==> src/rtl/sram_arb_pkg.sv <==
// Shared types and helpers for the SRAM read/write arbiter.
//   grant_t      : which requester owns the macro this cycle
//   RSP_DEPTH    : read response buffer entries
//   byte_to_bweb : expands one active-high byte enable into eight active-low mask bits
package sram_arb_pkg;

    localparam int unsigned RSP_DEPTH = 2;

    typedef enum logic [1:0] {
        GNT_NONE = 2'd0,
        GNT_WR   = 2'd1,
        GNT_RD   = 2'd2
    } grant_t;

    function automatic logic [7:0] byte_to_bweb(input logic be);
        return {8{~be}};
    endfunction

endpackage

==> src/rtl/sram_rsp_fifo.sv <==
// Small synchronous FIFO holding read data that the consumer has not yet taken.
//   clk, reset         : clock, synchronous active-high reset (clears pointers/count)
//   push, push_data    : write an entry
//   pop                : drop the head entry
//   head               : current head data (undefined when empty)
//   full, empty, count : occupancy status
module sram_rsp_fifo #(
    parameter int unsigned WIDTH = 64,
    parameter int unsigned DEPTH = 2
) (
    input  logic                         clk,
    input  logic                         reset,
    input  logic                         push,
    input  logic [WIDTH-1:0]             push_data,
    input  logic                         pop,
    output logic [WIDTH-1:0]             head,
    output logic                         full,
    output logic                         empty,
    output logic [$clog2(DEPTH+1)-1:0]   count
);

    localparam int unsigned PTR_W = (DEPTH > 1) ? $clog2(DEPTH) : 1;
    localparam int unsigned CNT_W = $clog2(DEPTH + 1);

    logic [WIDTH-1:0] mem [DEPTH];
    logic [PTR_W-1:0] wr_ptr_q;
    logic [PTR_W-1:0] rd_ptr_q;
    logic [CNT_W-1:0] count_q;

    function automatic logic [PTR_W-1:0] ptr_next(input logic [PTR_W-1:0] ptr);
        return (ptr == PTR_W'(DEPTH - 1)) ? '0 : ptr + PTR_W'(1);
    endfunction

    // Storage needs no reset: entries are only read once counted as valid.
    always_ff @(posedge clk) begin
        if (push) begin
            mem[wr_ptr_q] <= push_data;
        end
    end

    always_ff @(posedge clk) begin
        if (reset) begin
            wr_ptr_q <= '0;
            rd_ptr_q <= '0;
            count_q  <= '0;
        end else begin
            if (push) begin
                wr_ptr_q <= ptr_next(wr_ptr_q);
            end
            if (pop) begin
                rd_ptr_q <= ptr_next(rd_ptr_q);
            end
            if (push && !pop) begin
                count_q <= count_q + CNT_W'(1);
            end else if (pop && !push) begin
                count_q <= count_q - CNT_W'(1);
            end
        end
    end

    assign head  = mem[rd_ptr_q];
    assign count = count_q;
    assign empty = (count_q == '0);
    assign full  = (count_q == CNT_W'(DEPTH));

endmodule

==> src/rtl/sram_rw_arbiter.sv <==
// Single-port SRAM access controller shared by one write and one read requester.
// Grants at most one access per cycle (round-robin on ties), drives the macro's active-low
// controls, and returns read data in order through a small response buffer with backpressure.
//   CLK, RESET                         : clock, synchronous active-high reset
//   wr_valid/wr_ready/wr_addr/wr_data/wr_be : write request channel
//   rd_valid/rd_ready/rd_addr          : read request channel
//   rsp_valid/rsp_ready/rsp_data       : read response channel
//   sram_ceb/web/a/d/bweb              : macro controls (active low enables/mask)
//   sram_q                             : macro read data, valid the cycle after a read edge
module sram_rw_arbiter
    import sram_arb_pkg::*;
#(
    parameter int unsigned WIDTH      = 64,
    parameter int unsigned ADDR_WIDTH = 9,
    parameter int unsigned RSP_DEPTH  = sram_arb_pkg::RSP_DEPTH
) (
    input  logic                  CLK,
    input  logic                  RESET,
    input  logic                  wr_valid,
    output logic                  wr_ready,
    input  logic [ADDR_WIDTH-1:0] wr_addr,
    input  logic [WIDTH-1:0]      wr_data,
    input  logic [WIDTH/8-1:0]    wr_be,
    input  logic                  rd_valid,
    output logic                  rd_ready,
    input  logic [ADDR_WIDTH-1:0] rd_addr,
    output logic                  rsp_valid,
    input  logic                  rsp_ready,
    output logic [WIDTH-1:0]      rsp_data,
    output logic                  sram_ceb,
    output logic                  sram_web,
    output logic [ADDR_WIDTH-1:0] sram_a,
    output logic [WIDTH-1:0]      sram_d,
    output logic [WIDTH-1:0]      sram_bweb,
    input  logic [WIDTH-1:0]      sram_q
);

    localparam int unsigned BE_W  = WIDTH / 8;
    localparam int unsigned CNT_W = $clog2(RSP_DEPTH + 1);
    localparam int unsigned PW    = CNT_W + 1;

    // armed_q keeps every grant off during reset and the first cycle after it.
    logic   armed_q;
    logic   inflight_q;
    logic   last_rd_q;      // 1: read was granted last, so write wins the next tie
    grant_t grant;

    logic   active;
    logic   wr_elig;
    logic   rd_elig;
    logic   rsp_take;

    logic             fifo_push;
    logic             fifo_pop;
    logic             fifo_full;
    logic             fifo_empty;
    logic [WIDTH-1:0] fifo_head;
    logic [CNT_W-1:0] fifo_count;

    logic [PW-1:0]    pending;
    logic [PW-1:0]    allowed;
    logic [WIDTH-1:0] wr_bweb;

    assign active = armed_q & ~RESET;

    // Response side: buffer head has priority; an empty buffer bypasses sram_q directly.
    assign rsp_valid = ~RESET & (~fifo_empty | inflight_q);
    assign rsp_take  = rsp_valid & rsp_ready;
    assign fifo_pop  = rsp_take & ~fifo_empty;
    // Park the arriving word unless it was consumed through the bypass.
    assign fifo_push = inflight_q & ~(fifo_empty & rsp_ready);

    always_comb begin
        rsp_data = '0;
        if (rsp_valid) begin
            rsp_data = fifo_empty ? sram_q : fifo_head;
        end
    end

    // Credits: a response consumed this cycle frees its slot immediately.
    assign pending = {1'b0, fifo_count} + {{CNT_W{1'b0}}, inflight_q};
    assign allowed = PW'(RSP_DEPTH) + {{CNT_W{1'b0}}, rsp_take};

    assign wr_elig = active & wr_valid;
    assign rd_elig = active & rd_valid & (pending < allowed);

    always_comb begin
        grant = GNT_NONE;
        if (wr_elig && rd_elig) begin
            grant = last_rd_q ? GNT_WR : GNT_RD;
        end else if (wr_elig) begin
            grant = GNT_WR;
        end else if (rd_elig) begin
            grant = GNT_RD;
        end
    end

    assign wr_ready = (grant == GNT_WR);
    assign rd_ready = (grant == GNT_RD);

    always_comb begin
        wr_bweb = '1;
        for (int unsigned i = 0; i < BE_W; i++) begin
            wr_bweb[i*8 +: 8] = byte_to_bweb(wr_be[i]);
        end
    end

    always_comb begin
        sram_ceb  = 1'b1;
        sram_web  = 1'b1;
        sram_a    = '0;
        sram_d    = '0;
        sram_bweb = '1;
        unique case (grant)
            GNT_WR: begin
                sram_ceb  = 1'b0;
                sram_web  = 1'b0;
                sram_a    = wr_addr;
                sram_d    = wr_data;
                sram_bweb = wr_bweb;
            end
            GNT_RD: begin
                sram_ceb = 1'b0;
                sram_a   = rd_addr;
            end
            default: ;
        endcase
    end

    always_ff @(posedge CLK) begin
        if (RESET) begin
            armed_q    <= 1'b0;
            inflight_q <= 1'b0;
            last_rd_q  <= 1'b1;
        end else begin
            armed_q    <= 1'b1;
            inflight_q <= (grant == GNT_RD);
            if (grant != GNT_NONE) begin
                last_rd_q <= (grant == GNT_RD);
            end
        end
    end

    sram_rsp_fifo #(
        .WIDTH (WIDTH),
        .DEPTH (RSP_DEPTH)
    ) u_rsp_fifo (
        .clk       (CLK),
        .reset     (RESET),
        .push      (fifo_push),
        .push_data (sram_q),
        .pop       (fifo_pop),
        .head      (fifo_head),
        .full      (fifo_full),
        .empty     (fifo_empty),
        .count     (fifo_count)
    );

    // Credits must keep the buffer from ever overflowing.
    assert property (@(posedge CLK) disable iff (RESET) !(fifo_push && fifo_full && !fifo_pop));

endmodule
==> config.mk <==
export PLATFORM = sky130hd
export DESIGN_NAME = sram_rw_arbiter
export DESIGN_NICKNAME = d
export VERILOG_FILES = /design/src/rtl/sram_arb_pkg.sv /design/src/rtl/sram_rsp_fifo.sv /design/src/rtl/sram_rw_arbiter.sv
export SDC_FILE = /design/constraint.sdc
export NUM_CORES = 1
export LEC_CHECK = 0
export ABC_CLOCK_PERIOD_IN_PS = 14750
export CORE_ASPECT_RATIO = 1.25
export CORE_MARGIN = 8
export CORE_UTILIZATION = 38
export DETAILED_ROUTE_END_ITERATION = 10
export GPL_TIMING_DRIVEN = 0
export PLACE_DENSITY = 0.89
export SYNTH_ARGS = -nofsm -noshare
export SYNTH_HDL_FRONTEND = slang
export SYNTH_HIERARCHICAL = 1
export SYNTH_SLANG_ARGS = --single-unit
export TNS_END_PERCENT = 5
==> constraint.sdc <==
create_clock -name CLK -period 14.75 [get_ports CLK]
set_input_delay 1.475 -clock CLK [delete_from_list [all_inputs] [get_ports CLK]]
set_output_delay 1.475 -clock CLK [all_outputs]
set_load 0.02 [all_outputs]
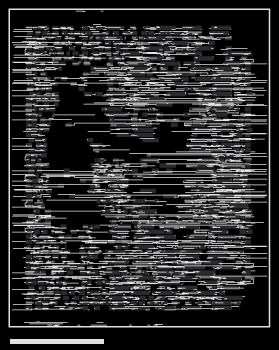
Run 1: the metal 1 layer
Bar = 50 um. Cells faint in the background.
main direction: horizontal
share of all routed wire: 39%
longest straight run: 79.1 um
wire length on this layer: 9670 um

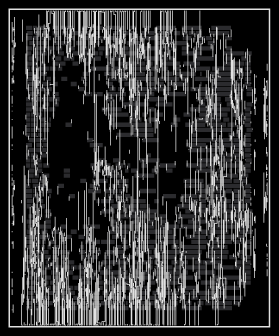
Run 1: M2 wires
Cells faint in the background.
main direction: vertical
wire length on this layer: 11700 um
share of all routed wire: 47%
nets with wire on the layer: 950
longest straight run: 70.7 um
met2 track utilization from global routing: 33.41%
number of vias in the routed layout: 5586

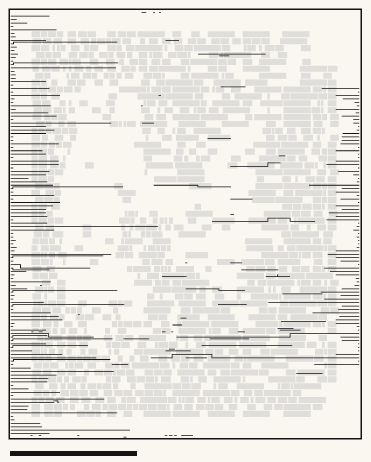
Run 1: met3 routing
Bar = 50 um. Cells faint in the background.
wire length on this layer: 2680 um
main direction: horizontal
longest straight run: 58.0 um
nets with wire on the layer: 226
met3 layer usage reported by global route: 10.45%
wire length after detailed routing: 24.68 mm

==> results.txt, run 1 <==
Entry: Yosys synthesis followed by OpenROAD place and route.

Critical path:
- The worst setup path is launched from a primary input.
- On the worst path, the slowest cell contributes a delay of 0.70 ns.
- The cell sequence reported for the critical path is clkdlybuf4s50_1 -> nand4bb_1 -> nor2_1 -> a21oi_1 -> ha_1 -> clkbuf_1 -> clkbuf_1 -> nand2_1 -> buf_4 -> clkdlybuf4s50_1.
- For reference, the critical path is captured by sram_bweb[13].
- The run gives the cell with the biggest individual delay on the critical path as sky130_fd_sc_hd__clkdlybuf4s50_1.
- The run puts the number of buffers and inverters on the critical path at 5.
- The run puts the slack of the worst reg-to-reg path at 11.92 ns.
- The capture point of the worst register-to-register path is recorded as u_rsp_fifo/mem[0][31]$_DFFE_PP_.
- The run gives the maximum fanout encountered on the critical timing path as 11.
- The run puts the data arrival time of the worst path at 4.79 ns.
- For reference, the critical path is launched at RESET.
- The run gives the depth of the worst register-to-register path as 7.
- Per the timing report, the most critical flop-to-flop path originates at u_rsp_fifo/count[0]$_SDFFE_PP0P_.
- The run puts the critical path depth at 10.
- STA classifies the critical path endpoint as an output port.
- Grouping stages by cell kind, the critical path spends the most delay in buffers and inverters.
- The run gives the type of the setup path with the least slack as primary input to output port.
- The run gives the data required time of the critical path as 13.28 ns.

Drt:
- The run gives the wire length on met1 as 9.665 mm.
- The run gives the total DRC errors in the routed layout as 0.
- The run gives the number of search-and-repair iterations in the first detailed-routing pass as 4.
- The run puts the met2 wirelength from detailed routing at 11.66 mm.
- The run puts the DRC marker count from the first detailed-route iteration at 289.
- The script logs the mean routed wire length per placed instance as 20.84 um.
- The run puts the vias per cell at 4.718.
- The run puts the length of routed met3 wiring at 2.683 mm.
- The detail route stage leaves a number of antenna-violating nets equal to 0.
- The highest layer touched by signal routing is met5.

STA:
- The run gives the number of hold violations in the final report as 0.
- The final layout reports a setup TNS of 0 ns.
- Setup repair after global routing left no endpoint under its margin.
- The run gives the worst path setup slack after routing as 8.487 ns.
- The run puts the tightest slew margin relative to the limit at 35.80%.
- The run gives the number of slew-limit violations in the final report as 0.
- The run puts the time the final worst path needs with I/O delays and setup at 6.263 ns.
- The run puts the total of endpoints with negative setup slack in the final report at 0.
- The run puts the portion of the clock cycle consumed by the worst path in the final layout at 42.46%.
- The flow reports an fmax of 159.7 MHz.
- The run puts the slew at the pin closest to its max-slew limit at 0.9630 ns.
- The run puts the worst hold margin at 0.5156 ns.
- The clock arrives with 0.006974 ns of skew.

Synth:
- The run puts the post-synthesis net count at 716.
- The run gives the combined area of all synthesized cells as 0.007088 sq mm.
- The run puts the gate count after technology mapping at 550.
- Each instance of the synthesized netlist takes up on average 12.89 sq um.
- The run gives the yosys synthesis warning count as 6.

Global route:
- Global routing finished with a remaining overflow of 0.
- The run puts the wire length of the first global-routing pass at 37.03 mm.
- The run puts the initial antenna violation count at 4.
- The run gives the global routing's busiest layer as met2.
- The run puts the via count of the first global-routing pass at 6207.
- Summed over all routing layers, the global router reports a total usage of 20.71%.
- The run gives the met1 track utilization from global routing as 23.05%.
- Entering global routing, the biggest net connects 65 pins.

CTS:
- The run gives the number of gates given a new drive strength after cts as 0.
- Buffers inserted during clock tree synthesis total 17.
- TritonCTS built the clock tree.
- The run gives the clock input transition at the sequential cells of the worst setup and hold paths as 0.06 ns.
- The run gives the count of clock tree sinks as 136.
- The run gives the buffer cell driving the clock tree root as sky130_fd_sc_hd__clkbuf_16.
- Once the clock tree was built, the setup fixing pass inserted 0 buffers.
- The run puts the clock latency on the worst-skew pair at 0.41 ns.
- The run gives the count of H-tree levels built during CTS as 4.
- No sink is reached through more buffers than the 2 on the longest clock path.
- The run gives the number of buffers inserted for hold repair after clock tree synthesis as 0.

Power:
- The run puts the ratio of total power to cell area at 85.95 mW/mm^2.
- The run puts the worst-case vdd ir drop at 0.06758 mV.
- The run puts the static leakage power at 0.004533 uW.
- The run puts the total power after layout at 1002 uW.

Run:
- The run gives the number of OpenROAD warnings as 29.
- The run puts the reported max-cap violation count at 0.

Placed design:
- Detailed placement reports a standard cell area of 0.01108 sq mm.
- The run puts the final estimated routing congestion in global placement at 0.8494.
- The run gives the number of placed instances with taps included as 1148.
- The run gives the worst setup slack after placement as 8.388 ns.
- According to the dpl log, the detail-placed design has an HPWL of 19.36 mm.
- The run gives the number of port buffers as 364.

Min path:
- The run gives the class of the tightest hold or removal check as flop to flop.
- The number of cells on the worst hold path is listed as 2.
- The worst hold path begins at u_rsp_fifo/count[1]$_SDFFE_PP0P_.
- The worst hold path terminates at u_rsp_fifo/count[1]$_SDFFE_PP0P_.

Floorplan:
- The run gives the area of the core as 0.01850 sq mm.
- In this run the count of I/O pins placed on the die edge is 365.
- The run puts the overall die width at 138.2 um.
- The run puts the die boundary height at 168.7 um.
- The run gives the number of rows in the core area as 56.
- Before placement the cells fill 38.32% of the core.
- The run gives the chip area as 0.02331 sq mm.

Layout:
- The run puts the fraction of layout instances using a drive strength above 1 at 18.67%.
- The run puts the post-layout instance count excluding filler cells at 1184.
- The run puts the area overhead of the layout relative to synthesis at 64.47%.
- The run gives the sequential cell area as 0.004004 sq mm.
- The run gives the end-of-flow core utilization as 63.02%.
- The final layout contains 1101 nets.
- Per the layout area report, the combinational gate area comes to 0.002427 sq mm.
- Leaving out fill and tap cells, the most frequent cells in the layout are sky130_fd_sc_hd__clkdlybuf4s50_1 (364), sky130_fd_sc_hd__edfxtp_1 (128), sky130_fd_sc_hd__nor2_1 (79).
- The top cell type in the final layout, fill and taps aside, is sky130_fd_sc_hd__clkdlybuf4s50_1.
- The run gives the final instance area as 0.01166 sq mm.
- The run gives the count of fill cells added during filler insertion as 1445.

Status:
- The flow ran to the end, and the final reports show no timing, DRC or antenna violations.
[run 1: area by class of cell]
type | instances | area share (%)
sequential | 136 | 34.35
inverter | 4 | 0.1288
tap | 232 | 2.490
antenna | 4 | 0.08586
buffer | 89 | 5.592
clock inverter | 15 | 1.224
timing repair buffer | 366 | 31.66
multi-input combinational | 321 | 20.82
clock buffer | 17 | 3.649
[run 1: sequential cells by signal, summed over array words and instances, names as in the netlist, named ones only]
signal,cells
u_rsp_fifo/wr_ptr_q,1
last_rd_q,1
armed_q,1
u_rsp_fifo/rd_ptr_q,1
u_rsp_fifo/mem,128
inflight_q,1
u_rsp_fifo/count,2
[run 1: power breakdown]
part	total (uW)	switching (uW)	internal, uW
sequential	426	1.12	425
combinational	172	75.5	96.9
clock	404	169	235
total	1000	246	756
==> run 2, diff against run 1 <==
- ABC_CLOCK_PERIOD_IN_PS: 14750 -> 6000
- clock period: 14.75 -> 6 ns (I/O delays scaled with it)
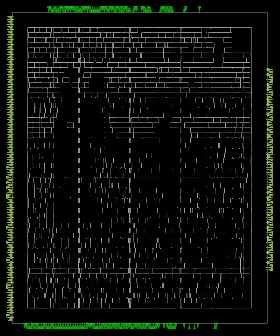
Run 2: placement view
Util after Layout: 63.02%
tap cell count: 232

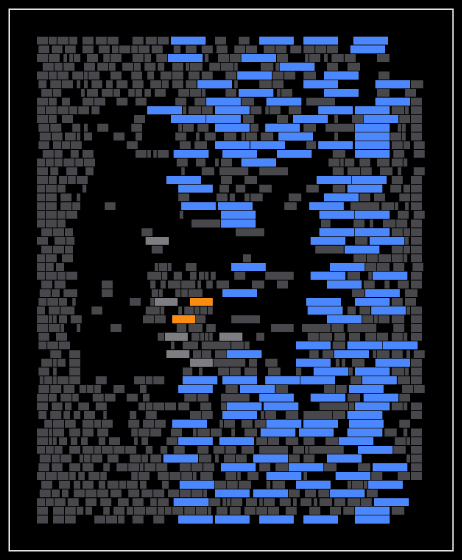
Run 2: register map, names as in the netlist
Other sequential cells in the stronger grey, the rest of the logic in the fainter grey.
| colour | signal | placed flops |
|---|---|---|
| blue | u_rsp_fifo/mem | 128 |
| orange | u_rsp_fifo/count | 2 |
not coloured: 6

==> results.txt, run 2 <==
Entry: Yosys synthesis followed by OpenROAD place and route.

Status:
- The flow ran to the end, and the final reports show no timing, DRC or antenna violations.

Critical path:
- The kind of cell with the highest combined delay along the critical path is buffers and inverters.
- The run puts the data arrival time of the worst path at 3.91 ns (-0.88 ns).
- Looking at the critical path, the single cell with the biggest stage delay is sky130_fd_sc_hd__clkdlybuf4s50_1.
- The maximum fanout encountered on the critical timing path is 11 (unchanged).
- The run gives the terminus of the critical flop-to-flop path as u_rsp_fifo/mem[0][31]$_DFFE_PP_.
- For the worst reg-to-reg path, the startpoint reported by OpenROAD is u_rsp_fifo/count[0]$_SDFFE_PP0P_.
- The run puts the depth of the worst register-to-register path at 7 (unchanged).
- The number of buffers and inverters on the critical path is 5 (unchanged).
- The largest stage delay on the critical path was 0.70 ns (about the same).

Drt:
- Routed signal wires occupy layers up through met5.
- The vias per cell was 4.718 (unchanged).
- The run gives the DRC marker count from the first detailed-route iteration as 289 (unchanged).
- The run gives the wire length on met1 as 9.665 mm (unchanged).
- The run puts the total DRC errors in the routed layout at 0 (unchanged).
- The residual antenna-violating net count after detailed routing was 0 (unchanged).
- The run gives the average routed wire per standard cell as 20.84 um (unchanged).
- The overall routed net length is 24.68 mm (unchanged).
- The total number of vias is 5586 (unchanged).
- The run gives the length of routed met3 wiring as 2.683 mm (unchanged).

Layout:
- The sequential cell area came to 0.004004 sq mm (unchanged).
- The run gives the clock tree cell share of total cell area as 4.873% (unchanged).
- The run gives the count of buffers not belonging to the clock network in the layout as 455 (unchanged).
- u_rsp_fifo/mem holds more flip-flops than any other register.
- The run puts the fraction of area in registers at 34.35% (unchanged).
- The run gives the inverter count as 4 (unchanged).
- The run puts the flop count at 136 (unchanged).
- The run gives the total inserted antenna cells as 4 (unchanged).
- Per the area breakdown, the dominant cell category is buffers.
- The run gives the fraction of layout instances using a drive strength above 1 as 18.67% (unchanged).
- The run puts the logic area at 0.002427 sq mm (unchanged).
- The run puts the net total in the final layout at 1101 (unchanged).
- The run puts the non-clock buffer area fraction after layout at 37.25% (unchanged).
- The post-layout instance count excluding filler cells was 1184 (unchanged).
- The area overhead of the layout relative to synthesis came to 64.47% (unchanged).
- The run gives the count of fill cells added during filler insertion as 1445 (unchanged).
- By instance count after routing, the leading logic cell types are sky130_fd_sc_hd__clkdlybuf4s50_1 (364), sky130_fd_sc_hd__edfxtp_1 (128), sky130_fd_sc_hd__nor2_1 (79).
- The run puts the flip-flop count of the largest register after layout at 128 (unchanged).
- The run gives the tally of clock buffers in the finished layout as 17 (unchanged).

Min path:
- The hold path depth was 2 (unchanged).
- The run gives the worst hold path startpoint as u_rsp_fifo/count[1]$_SDFFE_PP0P_.

Synth:
- The run gives the post-synthesis net count as 716 (unchanged).
- The combined area of all synthesized cells was 0.007088 sq mm (unchanged).
- The run puts the yosys synthesis warning count at 6 (unchanged).
- The run puts the gate count after technology mapping at 550 (unchanged).
- The run gives the per-instance average area after synthesis as 12.89 sq um (unchanged).

Global route:
- The run puts the overflow left after global routing at 0 (unchanged).
- Global routing put the most usage on met2.
- The run gives the met1 track utilization from global routing as 23.05% (unchanged).
- The run gives the pin count of the biggest net entering global routing as 65 (unchanged).
- The run gives the total track usage as 20.71% (unchanged).
- The run gives the wire length of the first global-routing pass as 37.03 mm (unchanged).
- The run gives the initial antenna violation count as 4 (unchanged).
- The run gives the global routing met3 resource utilization as 10.45% (unchanged).

STA:
- The run gives the maximum clock rate as 221.6 MHz.
- The slew at the pin closest to its max-slew limit came to 0.9630 ns (unchanged).
- The run gives the number of hold violations in the final report as 0 (unchanged).
- The run puts the number of slew-limit violations in the final report at 0 (unchanged).
- The total of endpoints with negative setup slack in the final report was 0 (unchanged).
- The run puts the tightest slew margin relative to the limit at 35.80% (unchanged).
- The run gives the worst path setup slack after routing as 1.487 ns (-7.000 ns).
- The run gives the worst hold margin as 0.5156 ns (unchanged).
- The run gives the time the final worst path needs with I/O delays and setup as 4.513 ns.
- Setup repair after global routing left no endpoint under its margin.
- The run puts the worst-case clock skew at 0.006974 ns (unchanged).
- The total negative slack was 0 ns (unchanged).

Power:
- The run puts the total power after layout at 2463 uW (+150%).
- The run puts the relative contribution of combinational cells to total power at 17.2% (about the same).
- The run puts the relative contribution of the clock network to total power at 40.3% (about the same).
- The run puts the internal power contribution at 1859 uW (+150%).
- The run puts the worst-case vdd ir drop at 0.1661 mV (+150%).
- The run puts the switching power at 604.1 uW (+150%).
- The run puts the switching power share of the total at 24.52% (about the same).
- The static leakage power came to 0.004533 uW (unchanged).
- The run puts the ratio of total power to cell area at 211.3 mW/mm^2 (+150%).

Run:
- The reported max-cap violation count came to 0 (unchanged).
- The run gives the number of OpenROAD warnings as 29 (unchanged).

CTS:
- The run gives the clock input transition at the sequential cells of the worst setup and hold paths as 0.06 ns (about the same).
- The run gives the buffer count from post-CTS setup fixing as 0 (unchanged).
- The run puts the number of buffers inserted for hold repair after clock tree synthesis at 0 (unchanged).
- The run gives the TritonCTS clock tree as built.
- The run gives the number of gates given a new drive strength after cts as 0 (unchanged).
- The count of H-tree levels built during CTS came to 4 (unchanged).
- The run gives the count of clock tree sinks as 136 (unchanged).
- The run gives the clock latency on the worst-skew pair as 0.41 ns (about the same).

Floorplan:
- The run puts the overall die width at 138.2 um (unchanged).
- The run gives the chip area as 0.02331 sq mm (unchanged).
- The run puts the number of top-level design ports at 365 (unchanged).
- The run gives the area of the core as 0.01850 sq mm (unchanged).
- The run puts the die boundary height at 168.7 um (unchanged).

Placed design:
- The run puts the number of placed instances with taps included at 1148 (unchanged).
- The final estimated routing congestion in global placement was 0.8494 (unchanged).
- The run gives the worst setup slack after placement as 1.388 ns (-7.000 ns).
- The run puts the placed instance area at 0.01108 sq mm (unchanged).
- The run gives the detailed placer's ending HPWL as 19.36 mm (unchanged).
- The number of port buffers was 364 (unchanged).
-- run 2: worst max-delay path by stage --
stage,startpoint,end,slack [ns],depth (start not counted)
3_5_place_dp,RESET,sram_bweb[13],1.39,10
2_1_floorplan,u_rsp_fifo/count[0]$_SDFFE_PP0P_,u_rsp_fifo/mem[0][0]$_DFFE_PP_,1.34,6
4_1_cts,RESET,sram_bweb[13],1.36,10
3_3_place_gp,rsp_ready,u_rsp_fifo/mem[0][26]$_DFFE_PP_,-0.59,3
6_report,RESET,sram_bweb[13],1.49,10
5_1_grt,RESET,sram_bweb[13],1.20,10
-- run 2: power groups by stage --
stage               registers [uW]  logic (uW)  clock network, uW
floorplan                     1070         195                  0
global placement              1070         419                  0
detailed placement            1070         426                  0
CTS                           1050         430               1010
global route                  1050         453               1050
finish                        1050         424                993
Power figures rest on the tool's default switching activity, not on a simulated workload.
